`config.mk`:
```
export PLATFORM = sky130hd
export DESIGN_NAME = placar_basquete_n
export DESIGN_NICKNAME = d
export VERILOG_FILES = /design/src/rtl/placar_basquete_n.sv
export SDC_FILE = /design/constraint.sdc
export NUM_CORES = 1
export LEC_CHECK = 0
export CAP_MARGIN = 20
export CORE_UTILIZATION = 55
export CTS_BUF_LIST = sky130_fd_sc_hd__clkbuf_8
export DETAILED_ROUTE_END_ITERATION = 8
export PLACE_DENSITY = 0.81
export SLEW_MARGIN = 25
export SYNTH_ARGS = -nofsm -noshare
export SYNTH_HDL_FRONTEND = slang
export SYNTH_SLANG_ARGS = --single-unit
```
`constraint.sdc`:
```
create_clock -name clock -period 9.1 [get_ports clock]
set_input_delay 1.82 -clock clock [delete_from_list [all_inputs] [get_ports clock]]
set_output_delay 1.82 -clock clock [all_outputs]
set_load 0.02 [all_outputs]
```
`src/rtl/placar_basquete_n.sv`:
```
// Basketball scoreboard core: N_TIMES saturating team scores plus a 24/14 s shot clock with buzzer.
// Optional feature: define PLACAR_AUTO_SHOT24_EN so that accepted add events reload the long shot clock.
module placar_basquete_n #(
   parameter int N_TIMES      = 2,
   parameter int LARG         = 7,
   parameter int PLACAR_MAX   = 99,
   parameter int TICK_DIV     = 50_000_000,
   parameter int SHOT_LONGO   = 24,
   parameter int SHOT_CURTO   = 14,
   parameter int BUZZER_TICKS = 2,
   localparam int SEL_W       = (N_TIMES > 1) ? $clog2(N_TIMES) : 1
) (
   input  logic                      clock,
   input  logic                      reset,
   input  logic [2:0]                btn_pontos,
   input  logic [SEL_W-1:0]          sel_time,
   input  logic                      subtrair,
   input  logic                      shot24,
   input  logic                      shot14,
   input  logic                      pausa,
   output logic [N_TIMES*LARG-1:0]   placar,
   output logic [4:0]                cronometro,
   output logic                      buzzer,
   output logic                      erro
);
   localparam int TW = (TICK_DIV > 1) ? $clog2(TICK_DIV) : 1;
   localparam int BW = (BUZZER_TICKS > 1) ? $clog2(BUZZER_TICKS) : 1;
   localparam logic [TW-1:0]    TICK_LAST = TW'(TICK_DIV - 1);
   localparam logic [BW-1:0]    BUZ_LAST  = BW'(BUZZER_TICKS - 1);
   localparam logic [LARG:0]    MAX_EXT   = (LARG+1)'(PLACAR_MAX);
   localparam logic [SEL_W:0]   N_SEL     = (SEL_W+1)'(N_TIMES);
   localparam logic [4:0]       LONGO     = 5'(SHOT_LONGO);
   localparam logic [4:0]       CURTO     = 5'(SHOT_CURTO);

   typedef enum logic [1:0] {PARADO = 2'd0, CONTANDO = 2'd1, ESTOURO = 2'd2} estado_t;

   logic [LARG-1:0]  score_r [N_TIMES];
   logic [2:0]       btn_q_r;
   logic             s24_q_r, s14_q_r;
   logic             erro_r;
   estado_t          state_r, state_n;
   logic [4:0]       crono_r, crono_n;
   logic             buzzer_r, buzzer_n;
   logic [BW-1:0]    bcnt_r, bcnt_n;
   logic [TW-1:0]    tcnt_r;

   logic [2:0]       btn_ev_s;
   logic [LARG:0]    val_s, sum_s;
   logic             single_s, multi_s, sel_ok_s;
   logic [SEL_W-1:0] sel_idx_s;
   logic [LARG-1:0]  cur_s, new_s;
   logic             wr_s, err_s, add_ok_s, auto_s;
   logic             reload_s, reload24_s, run_s, tick_s;
   logic [4:0]       reload_val_s;

   for (genvar k = 0; k < N_TIMES; k++) begin : g_placar
      assign placar[k*LARG +: LARG] = score_r[k];
   end
   assign cronometro = crono_r;
   assign buzzer     = buzzer_r;
   assign erro       = erro_r;

   // Score event decode: single-bit rising edge gives the value, sum is one bit wider than the score.
   always_comb begin
      btn_ev_s  = btn_pontos & ~btn_q_r;
      val_s     = '0;
      single_s  = 1'b0;
      multi_s   = 1'b0;
      case (btn_ev_s)
         3'b000:  single_s = 1'b0;
         3'b001:  begin single_s = 1'b1; val_s = (LARG+1)'(1); end
         3'b010:  begin single_s = 1'b1; val_s = (LARG+1)'(2); end
         3'b100:  begin single_s = 1'b1; val_s = (LARG+1)'(3); end
         default: multi_s = 1'b1;
      endcase
      sel_ok_s  = ({1'b0, sel_time} < N_SEL);
      sel_idx_s = sel_ok_s ? sel_time : '0;
      cur_s     = score_r[sel_idx_s];
      sum_s     = {1'b0, cur_s} + val_s;
      new_s     = cur_s;
      wr_s      = 1'b0;
      err_s     = 1'b0;
      add_ok_s  = 1'b0;
      if (multi_s) begin
         err_s = 1'b1;
      end else if (single_s) begin
         if (!sel_ok_s) begin
            err_s = 1'b1;
         end else if (!subtrair) begin
            wr_s     = 1'b1;
            add_ok_s = 1'b1;
            if (sum_s <= MAX_EXT) begin
               new_s = sum_s[LARG-1:0];
            end else begin
               new_s = MAX_EXT[LARG-1:0];
               err_s = 1'b1;
            end
         end else begin
            if (val_s <= {1'b0, cur_s}) begin
               wr_s  = 1'b1;
               new_s = cur_s - val_s[LARG-1:0];
            end else begin
               err_s = 1'b1;
            end
         end
      end else begin
         err_s = 1'b0;
      end
   end

`ifdef PLACAR_AUTO_SHOT24_EN
   assign auto_s = add_ok_s;
`else
   assign auto_s = 1'b0;
`endif

   assign reload24_s   = (shot24 & ~s24_q_r) | auto_s;
   assign reload_s     = reload24_s | (shot14 & ~s14_q_r);
   assign reload_val_s = reload24_s ? LONGO : CURTO;
   assign run_s        = ((state_r == CONTANDO) && !pausa) || (state_r == ESTOURO);
   assign tick_s       = run_s && (tcnt_r == TICK_LAST);

   // Score channels, edge-detect copies and the error pulse.
   always_ff @(posedge clock) begin
      if (reset) begin
         for (int k = 0; k < N_TIMES; k++) score_r[k] <= '0;
         btn_q_r <= 3'b000;
         s24_q_r <= 1'b0;
         s14_q_r <= 1'b0;
         erro_r  <= 1'b0;
      end else begin
         btn_q_r <= btn_pontos;
         s24_q_r <= shot24;
         s14_q_r <= shot14;
         erro_r  <= err_s;
         if (wr_s) score_r[sel_idx_s] <= new_s;
      end
   end

   // Tick divider; keeps running through the buzzer window regardless of pausa.
   always_ff @(posedge clock) begin
      if (reset || reload_s) begin
         tcnt_r <= '0;
      end else if (run_s) begin
         tcnt_r <= (tcnt_r == TICK_LAST) ? '0 : tcnt_r + TW'(1);
      end else begin
         tcnt_r <= tcnt_r;
      end
   end

   // Shot-clock state, seconds, buzzer and buzzer tick count registers.
   always_ff @(posedge clock) begin
      if (reset) begin
         state_r  <= PARADO;
         crono_r  <= LONGO;
         buzzer_r <= 1'b0;
         bcnt_r   <= '0;
      end else begin
         state_r  <= state_n;
         crono_r  <= crono_n;
         buzzer_r <= buzzer_n;
         bcnt_r   <= bcnt_n;
      end
   end

   // Shot-clock next state: reload wins over ticks in every state.
   always_comb begin
      state_n  = state_r;
      crono_n  = crono_r;
      buzzer_n = buzzer_r;
      bcnt_n   = bcnt_r;
      if (reload_s) begin
         state_n  = CONTANDO;
         crono_n  = reload_val_s;
         buzzer_n = 1'b0;
         bcnt_n   = '0;
      end else begin
         case (state_r)
            PARADO: buzzer_n = 1'b0;
            CONTANDO: begin
               if (tick_s) begin
                  if (crono_r <= 5'd1) begin
                     state_n  = ESTOURO;
                     crono_n  = 5'd0;
                     buzzer_n = 1'b1;
                     bcnt_n   = '0;
                  end else begin
                     crono_n = crono_r - 5'd1;
                  end
               end else begin
                  crono_n = crono_r;
               end
            end
            ESTOURO: begin
               crono_n = 5'd0;
               if (tick_s) begin
                  if (bcnt_r == BUZ_LAST) begin
                     state_n  = PARADO;
                     buzzer_n = 1'b0;
                     bcnt_n   = '0;
                  end else begin
                     bcnt_n = bcnt_r + BW'(1);
                  end
               end else begin
                  bcnt_n = bcnt_r;
               end
            end
            default: begin
               state_n  = PARADO;
               buzzer_n = 1'b0;
            end
         endcase
      end
   end
endmodule

```
==> run notes <==
fresh numbers from the pnr run: flop share of the area 0.3327, area of the core 0.005675 mm², FF-to-FF End score_r[1][3], Leakage 1.333 nW, Adder Area Share 0.03845, Gate Area just under 0.002 mm², max FFs per register 26, Post-CTS Resized 0, routed wl met3 489 µm, WP buf/inv 3, # setup viols final 0, global-route wire length before repair 12190 µm, Post-layout nets 417, top sig layer met4, Net Sw Frac 0.3122, cts hold-fix bufs 0, drt total wl ~7200 µm, f_max 186.4 MHz, endpoint of the worst hold path buzzer, Post-CTS Setup Bufs 0, Placed Cells 463, routed len/inst 15.24 µm, fin crit period 5.365 ns, Main logic family simple AND/OR/NAND/NOR gates, CP endpoint kind register, Slew HR 0.3497, Met2 Wirelength 3254 µm, CP arrival 5.41 ns, Congestion Overflow GR 0, switching pwr 166.9 µW, fin crit share 0.5896, Clock group 141 µW, share of flip-flops with an asynchronous set or reset 0, top cells, area dfxtp_1 (25%), edfxtp_1 (13%), xor2_1 (6.1%), largest net degree at the start of global routing 26, vias in the first global route 2561, Pwr per Cell Area roughly 140 mW/mm², crit-path leading delay family buffers and inverters, Hold Fails Final Rpt 0, Post-Synthesis Cells 375, detailed-route via count 2759, 1st-pass router iterations 5, CTS Buf Count 5, Non-clk bufs 30, setup TNS 0 ns, Largest Pwr Group sequential cells, peak supply drop 0.09325 mV, status finished, final reports clean, Root Driver clkbuf_8, Pint 367.7 µW, Die W 79.69 µm, Design Area, Final ~0.0037 mm², yosys warns 0, Setup crit start kind primary input, max incr delay on CP 1.00 ns, Comb. pwr 124 µW, Chip Area, Yosys ~0.0033 mm², IO Port Bufs 30, initial antenna violation count 0, Largest Register tcnt_r, CP Class primary input to register
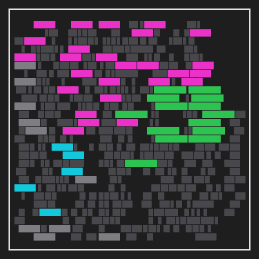
*Sequential cells grouped by signal name*
Scale: 3 px per µm. Other sequential cells in the stronger grey, the rest of the logic in the fainter grey.
[green] score_r | placed flops: 14 | where: east
[cyan] cronometro | placed flops: 5
[magenta] tcnt_r | placed flops: 26
not coloured: 10

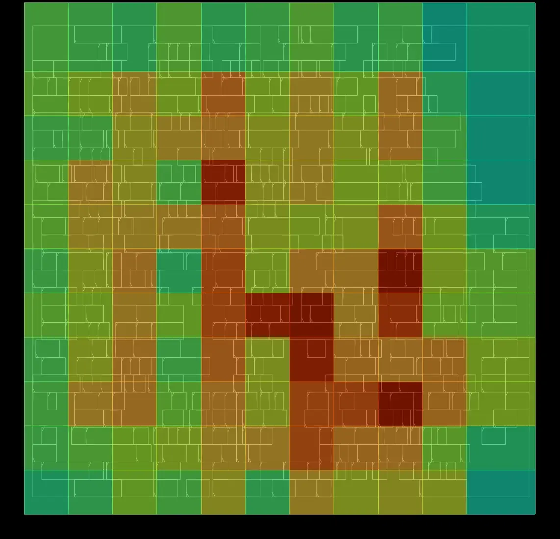
*Routing congestion map*
M2 GR Usage: 0.3863
met1 usage: 0.3329

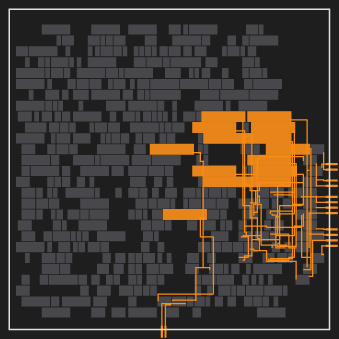
*I/O nets highlighted*
Scale: 4 px per µm.
[orange] placar | bits: 14 | direction: output | edge: 12 east, 2 south | end cells: 14 | wire: 697 µm

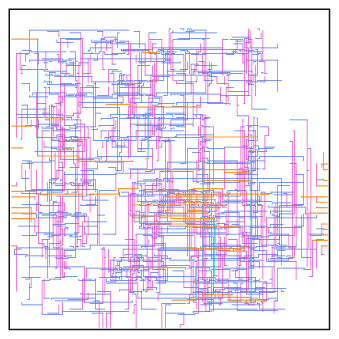
*Signal wires by layer*
Scale: 4 px per µm.
[blue] met1 | wire length: 3300 µm
[magenta] met2 | wire length: 3250 µm
[orange] met3 | wire length: 489 µm
[cyan] met4 | wire length: 131 µm

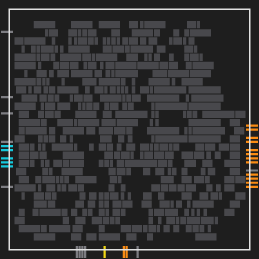
*Pin map*
Scale: 3 px per µm. Pins as bars across the die edge, other pins in grey.
[yellow] erro | pins: 1 | direction: output | edge: south
[orange] placar | pins: 14 | direction: output | edge: 12 east, 2 south
[cyan] cronometro | pins: 5 | direction: output | edge: west

Power is estimated from default activity; no workload was simulated.
